**M4 wires**

Scale bar: 50 µm.
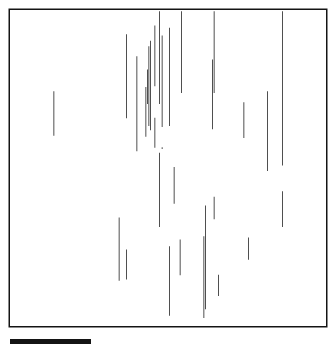
**Cell placement**

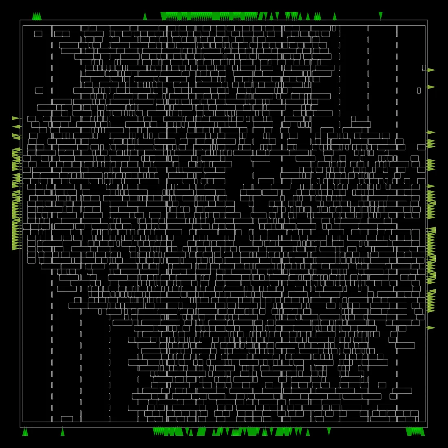
**Metal layers overlaid**

Scale bar: 50 µm.
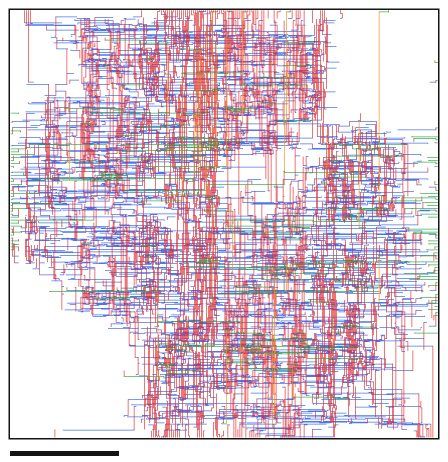
===== config.mk =====
export PLATFORM = sky130hd
export DESIGN_NAME = mem_pattern_tester
export DESIGN_NICKNAME = d
export VERILOG_FILES = /design/src/rtl/mem_pattern_tester.sv
export SDC_FILE = /design/constraint.sdc
export NUM_CORES = 1
export LEC_CHECK = 0
export CAP_MARGIN = 5
export CORE_UTILIZATION = 35
export DETAILED_ROUTE_END_ITERATION = 7
export SETUP_SLACK_MARGIN = 0.2
export SLEW_MARGIN = 10
export SYNTH_ARGS = -nofsm -noshare
export SYNTH_HDL_FRONTEND = slang
export SYNTH_SLANG_ARGS = --single-unit

===== constraint.sdc =====
create_clock -name clk_i -period 2.85 [get_ports clk_i]
set_input_delay 0.855 -clock clk_i [delete_from_list [all_inputs] [get_ports clk_i]]
set_output_delay 0.855 -clock clk_i [all_outputs]
set_load 0.01 [all_outputs]

===== src/rtl/mem_pattern_tester.sv =====
// mem_pattern_tester: writes an LFSR pattern across N words of a word memory,
// reads it back and counts mismatches.
//
// Optional feature: define MEM_PATTERN_TESTER_ABORT_EN to stop the read pass
// at the first mismatch. Left undefined, every word is always read back.
//
// Ports
//   clk_i, rst_n_i      clock, async active-low reset
//   start_i             run request (only looked at in IDLE)
//   base_addr_i         byte base address (low two bits ignored)
//   num_words_i         words to test (0 => immediate pass)
//   seed_i              LFSR seed (0 is replaced by 1)
//   busy_o, done_o      run in progress / one-cycle completion pulse
//   pass_o              last run had no mismatches
//   err_count_o         saturating mismatch count of the last run
//   first_err_addr_o    byte address of the first mismatch
//   addr_o, write_en_o, data_o, data_i   memory port (data_i is combinational)
module mem_pattern_tester #(
    parameter int CNT_W = 13
) (
    input  logic             clk_i,
    input  logic             rst_n_i,
    input  logic             start_i,
    input  logic [31:0]      base_addr_i,
    input  logic [CNT_W-1:0] num_words_i,
    input  logic [31:0]      seed_i,
    output logic             busy_o,
    output logic             done_o,
    output logic             pass_o,
    output logic [CNT_W-1:0] err_count_o,
    output logic [31:0]      first_err_addr_o,
    output logic [31:0]      addr_o,
    output logic             write_en_o,
    output logic [31:0]      data_o,
    input  logic [31:0]      data_i
);

`ifdef MEM_PATTERN_TESTER_ABORT_EN
    localparam bit ABORT_EN = 1'b1;
`else
    localparam bit ABORT_EN = 1'b0;
`endif

    localparam logic [31:0] TAPS = 32'h8020_0003;

    typedef enum logic [1:0] {S_IDLE, S_WRITE, S_READ, S_DONE} state_t;

    state_t           state_q;
    logic [CNT_W-1:0] cnt_q, n_q, err_q;
    logic [31:0]      base_q, seed_q, lfsr_q, addr_q, data_q, ferr_q;
    logic             we_q, busy_q, done_q, pass_q;

    logic [31:0]      lfsr_d, seed_d, base_d;
    logic [CNT_W-1:0] err_d;
    logic             mismatch, last_word;

    // Galois LFSR, right shift: the bit shifted out selects the tap mask.
    always_comb begin
        lfsr_d    = {1'b0, lfsr_q[31:1]} ^ (lfsr_q[0] ? TAPS : 32'h0);
        seed_d    = (seed_i == 32'h0) ? 32'h1 : seed_i;
        base_d    = {base_addr_i[31:2], 2'b00};
        mismatch  = (data_i != lfsr_q);
        last_word = (cnt_q == n_q - CNT_W'(1));
        err_d     = err_q;
        if (mismatch && !(&err_q))
            err_d = err_q + CNT_W'(1);
    end

    always_ff @(posedge clk_i or negedge rst_n_i) begin
        if (!rst_n_i) begin
            state_q <= S_IDLE;
            cnt_q   <= '0;
            n_q     <= '0;
            err_q   <= '0;
            base_q  <= '0;
            seed_q  <= '0;
            lfsr_q  <= '0;
            addr_q  <= '0;
            data_q  <= '0;
            ferr_q  <= '0;
            we_q    <= 1'b0;
            busy_q  <= 1'b0;
            done_q  <= 1'b0;
            pass_q  <= 1'b0;
        end else begin
            case (state_q)
                S_IDLE: begin
                    if (start_i) begin
                        err_q  <= '0;
                        ferr_q <= '0;
                        if (num_words_i != '0) begin
                            base_q  <= base_d;
                            n_q     <= num_words_i;
                            seed_q  <= seed_d;
                            lfsr_q  <= seed_d;
                            // Word 0 is presented in the first WRITE cycle.
                            data_q  <= seed_d;
                            addr_q  <= base_d;
                            cnt_q   <= '0;
                            we_q    <= 1'b1;
                            busy_q  <= 1'b1;
                            pass_q  <= 1'b0;
                            state_q <= S_WRITE;
                        end else begin
                            pass_q  <= 1'b1;
                            done_q  <= 1'b1;
                            state_q <= S_DONE;
                        end
                    end
                end
                S_WRITE: begin
                    if (last_word) begin
                        // Rewind to word 0 for the read-back pass.
                        we_q    <= 1'b0;
                        addr_q  <= base_q;
                        lfsr_q  <= seed_q;
                        cnt_q   <= '0;
                        state_q <= S_READ;
                    end else begin
                        addr_q <= addr_q + 32'd4;
                        lfsr_q <= lfsr_d;
                        data_q <= lfsr_d;
                        cnt_q  <= cnt_q + CNT_W'(1);
                    end
                end
                S_READ: begin
                    err_q <= err_d;
                    if (mismatch && err_q == '0)
                        ferr_q <= addr_q;
                    if (last_word || (ABORT_EN && mismatch)) begin
                        busy_q  <= 1'b0;
                        done_q  <= 1'b1;
                        // err_d includes the compare made on this edge.
                        pass_q  <= (err_d == '0);
                        state_q <= S_DONE;
                    end else begin
                        addr_q <= addr_q + 32'd4;
                        lfsr_q <= lfsr_d;
                        cnt_q  <= cnt_q + CNT_W'(1);
                    end
                end
                S_DONE: begin
                    done_q  <= 1'b0;
                    state_q <= S_IDLE;
                end
                default: state_q <= S_IDLE;
            endcase
        end
    end

    assign busy_o           = busy_q;
    assign done_o           = done_q;
    assign pass_o           = pass_q;
    assign err_count_o      = err_q;
    assign first_err_addr_o = ferr_q;
    assign addr_o           = addr_q;
    assign write_en_o       = we_q;
    assign data_o           = data_q;

endmodule


==> results.json <==
{
  "grt_max_degree": 67,
  "wl_met1_mm": 21.1,
  "tritoncts": "done",
  "syn-instance-count": 1390,
  "hpwlAfterDp_mm": 31.0,
  "startpoint": "n_q[1]$_DFFE_PN0P_",
  "powerDensity_nw_per_um2": 1220,
  "rr_worst_depth": 14,
  "max_cap_viol_count": 0,
  "critPathMaxStageDelay_ns": 0.57,
  "violations": "negative setup slack",
  "ys_warn_count": 0,
  "ys_seq_frac": 0.440,
  "peakVddDrop_mv": 0.865,
  "yosysTopAreaCell": "dfrtp_1",
  "switching_power_uw": 9840,
  "drt-initial-drc-count": 950,
  "place.gp.congestion": 0.888,
  "setup_ws_ns": -0.0562,
  "cts_buffer_depth": 3,
  "grt_pass1_vias": 11971,
  "chipHeight_um": 196,
  "r2r_slack_ns": -0.06,
  "setup_violations": 44,
  "ys_cells": 1390,
  "cpMaxStageDelayCell": "or4_4",
  "portBuffers": 218,
  "max_freq_ghz": 0.344,
  "synthTopCellsByArea": "dfrtp_1 (44%), mux2_2 (7.2%), nand3_1 (4.7%)",
  "antenna_found_initial": 0,
  "critical_path.cell_chain": "inv_2, ha_4, nor3b_4, and3_1, or4_4, nor4_4, buf_4, and4_4, a22oi_2, buf_6, buf_12, buf_6, nor2_4, a21oi_2",
  "critPathRequiredTime_ns": 3.28,
  "r2r_end": "data_o[30]$_DFFE_PN0P_",
  "grt_pass1_wl_mm": 69.0,
  "worstSetupPathType": "flop to flop",
  "top_cell": "dfrtp_1",
  "drive_gt1_frac": 0.277,
  "grt_usage": 0.228,
  "hold_ws_ns": 0.247,
  "drc": 0,
  "r2r_start": "n_q[1]$_DFFE_PN0P_",
  "syn_to_final_growth_pct": 46.4,
  "yosys-stat-area_um2": 13100,
  "placed_cells": 2148,
  "seq_power_share": 0.270,
  "wl_met2_mm": 20.5,
  "n_fill_cell": 3305,
  "internal_power_uw": 13600,
  "finalCriticalPeriod_ns": 2.91,
  "critical_path_buf_inv_count": 5,
  "slew_violations": 0,
  "p_clk_frac": 0.154,
  "synth.distinct_cells": 74,
  "syn_avg_cell_area_um2": 9.45,
  "cp.depth": 14,
  "totalWireLength_mm": 45.7,
  "p_comb_frac": 0.576,
  "htree_levels": 1,
  "end_kind": "flop",
  "start_kind": "flop",
  "hp-class": "input port to async pin",
  "clock-sinks": 231,
  "mi_logic_area_um2": 7530,
  "grt_overflow_total": 0,
  "max_slew_margin": 0.515,
  "cp.arrival_ns": 3.34,
  "synthArstFlopShare": 1.00,
  "warning_count": 35,
  "num_vias": 12674,
  "initial_utilization": 0.357,
  "cp_max_fo": 7,
  "drtPass1Iterations": 5,
  "clk_pin_slew_ns": 0.06,
  "via_per_inst": 5.65,
  "diodes": 0,
  "hold_violations": 0,
  "regArea_um2": 5780,
  "path_delay_family": "simple AND/OR/NAND/NOR gates",
  "nets": 1873,
  "total_leakage_power_uw": 0.00784,
  "path_common_cell": "buf_6",
  "post-route-period-util": 1.02,
  "wl_met3_mm": 2.81,
  "ys.flops": 231,
  "row_count": 70,
  "rsz0062_at_grt": "true",
  "top_cell_area_share": 0.440,
  "p_sw_frac": 0.420,
  "die_area_um2": 38300,
  "route.antenna.remaining_nets": 0,
  "netlist_area_um2": 13100,
  "worstMarginPinSlew_ns": 0.727,
  "cts_buffers": 28,
  "clock_latency_ns": 0.55,
  "setup_tns_ns": -1.13,
  "cts_root_buffer": "clkbuf_16",
  "endpoint": "data_o[30]$_DFFE_PN0P_",
  "hold_buffers": 0,
  "clock_skew_ns": 0.0189,
  "wl_per_cell_um": 20.4,
  "synth-edff-count": 0,
  "flop_cell": "dfrtp_1",
  "ios": 225,
  "fp.dieW_um": 196,
  "dr.max_layer_used": "met4",
  "preCtsSetupSlack_ns": -0.616,
  "outcome": "complete, but fails checks"
}
About 'M4 wires':
The layer carries 1200 µm of wire. 23 nets have wire on it. The layer holds 2.6% of the routed length. The longest straight run is 95.2 µm. The wires run mostly vertical.

About 'cell placement':
core area: 36800 µm²
Final Non-Filler Cells: 2242

About 'metal layers overlaid':
Key: orange = M4 [wire length 1200 µm]; red = M2 [wire length 20.5 mm]; green = M3 [wire length 2810 µm]; blue = M1 [wire length 21.1 mm]

==> repair_timing <==
action / CTS / global route
pin swaps: 31 / 25
gates cloned: 6 / 6
gates resized: 83 / 114
endpoints found under the setup margin: 148 / 176
buffers inserted: 22 / 8
==> kinds of logic after synthesis <==
logic type	synth area share
AND-OR/OR-AND	0.169
other	0.000285
buffers and inverters	0.0448
flip-flops	0.440
XOR/XNOR	0.0380
AND/OR/NAND/NOR	0.197
multiplexers	0.102
adder cells (fa/ha/maj)	0.00857
==> power groups by stage <==
stage                     clock network, µW  logic [µW]  registers [µW]
final                                  3610       13500            6320
after global routing                   3800       14500            6510
after CTS                              3670       12500            6210
after detailed placement                  0       11700            6230
after global placement                    0       11500            6190
after floorplan                           0        6940            6140
==> layer usage <==
| layer | vias to the layer above | track usage |
|---|---|---|
| met4 | 0 | 0.0694 |
| li1 | 5846 | - |
| met1 | 6316 | 0.335 |
| met3 | 71 | 0.0294 |
| met2 | 441 | 0.347 |
| met5 | - | 0 |
==> how the worst min path moves through the flow <==
stage | startpoint | end | slack (ns) | cells past startpoint
6_report | rst_n_i | first_err_addr_o[30]$_DFFE_PN0P_ | 0.25 | 1
5_1_grt | rst_n_i | first_err_addr_o[30]$_DFFE_PN0P_ | 0.29 | 1
4_1_cts | rst_n_i | first_err_addr_o[30]$_DFFE_PN0P_ | 0.27 | 1
3_5_place_dp | seed_q[1]$_DFFE_PN0P_ | seed_q[1]$_DFFE_PN0P_ | 0.48 | 2
3_3_place_gp | seed_q[1]$_DFFE_PN0P_ | seed_q[1]$_DFFE_PN0P_ | 0.46 | 2
2_1_floorplan | seed_q[1]$_DFFE_PN0P_ | seed_q[1]$_DFFE_PN0P_ | 0.45 | 2
==> registers in the layout, summed over array words and instances (netlist names) <==
| name | flops |
|---|---|
| cnt_q | 13 |
| pass_o | 1 |
| addr_o | 30 |
| err_count_o | 13 |
| lfsr_q | 32 |
| state_q | 2 |
| n_q | 13 |
| write_en_o | 1 |
| base_q | 30 |
| data_o | 32 |
| done_o | 1 |
| seed_q | 32 |
| busy_o | 1 |
| first_err_addr_o | 30 |
==> cells in the final DEF (no fill, tap or decap), types with 16 or more instances in the layout <==
cell type	instances
o21ai_0	47
clkdlybuf4s50_1	214
a21oi_1	28
buf_6	35
buf_4	145
mux2_2	83
mux2i_1	39
nand3_1	107
a22o_1	63
xnor2_1	16
a21oi_2	34
o21ai_1	24
nor4_1	21
dfrtp_1	231
nand4_1	49
nor2_1	110
nand2_1	98
nor2_4	20
buf_12	19
clkbuf_16	33
xor2_1	36
inv_1	26
==> through the flow <==
stage               instance area [µm²]   util  power (µW)
finish                            19200  0.523       23400
floorplan                         13300      -       13100
global placement                  17100  0.465       17700
detailed placement                17100  0.465       18000
CTS                               18600  0.506       22400
global route                      19200  0.523       24800
==> area by class of cell <==
cell class / count / share of cell area
flip-flops and latches: 231 / 0.301
clock buffers: 43 / 0.0441
multi-input cells: 1036 / 0.392
repair buffers: 427 / 0.224
well taps: 468 / 0.0305
inverters: 28 / 0.00547
clock inverters: 9 / 0.00397
Power figures rest on the tool's default switching activity, not on a simulated workload.
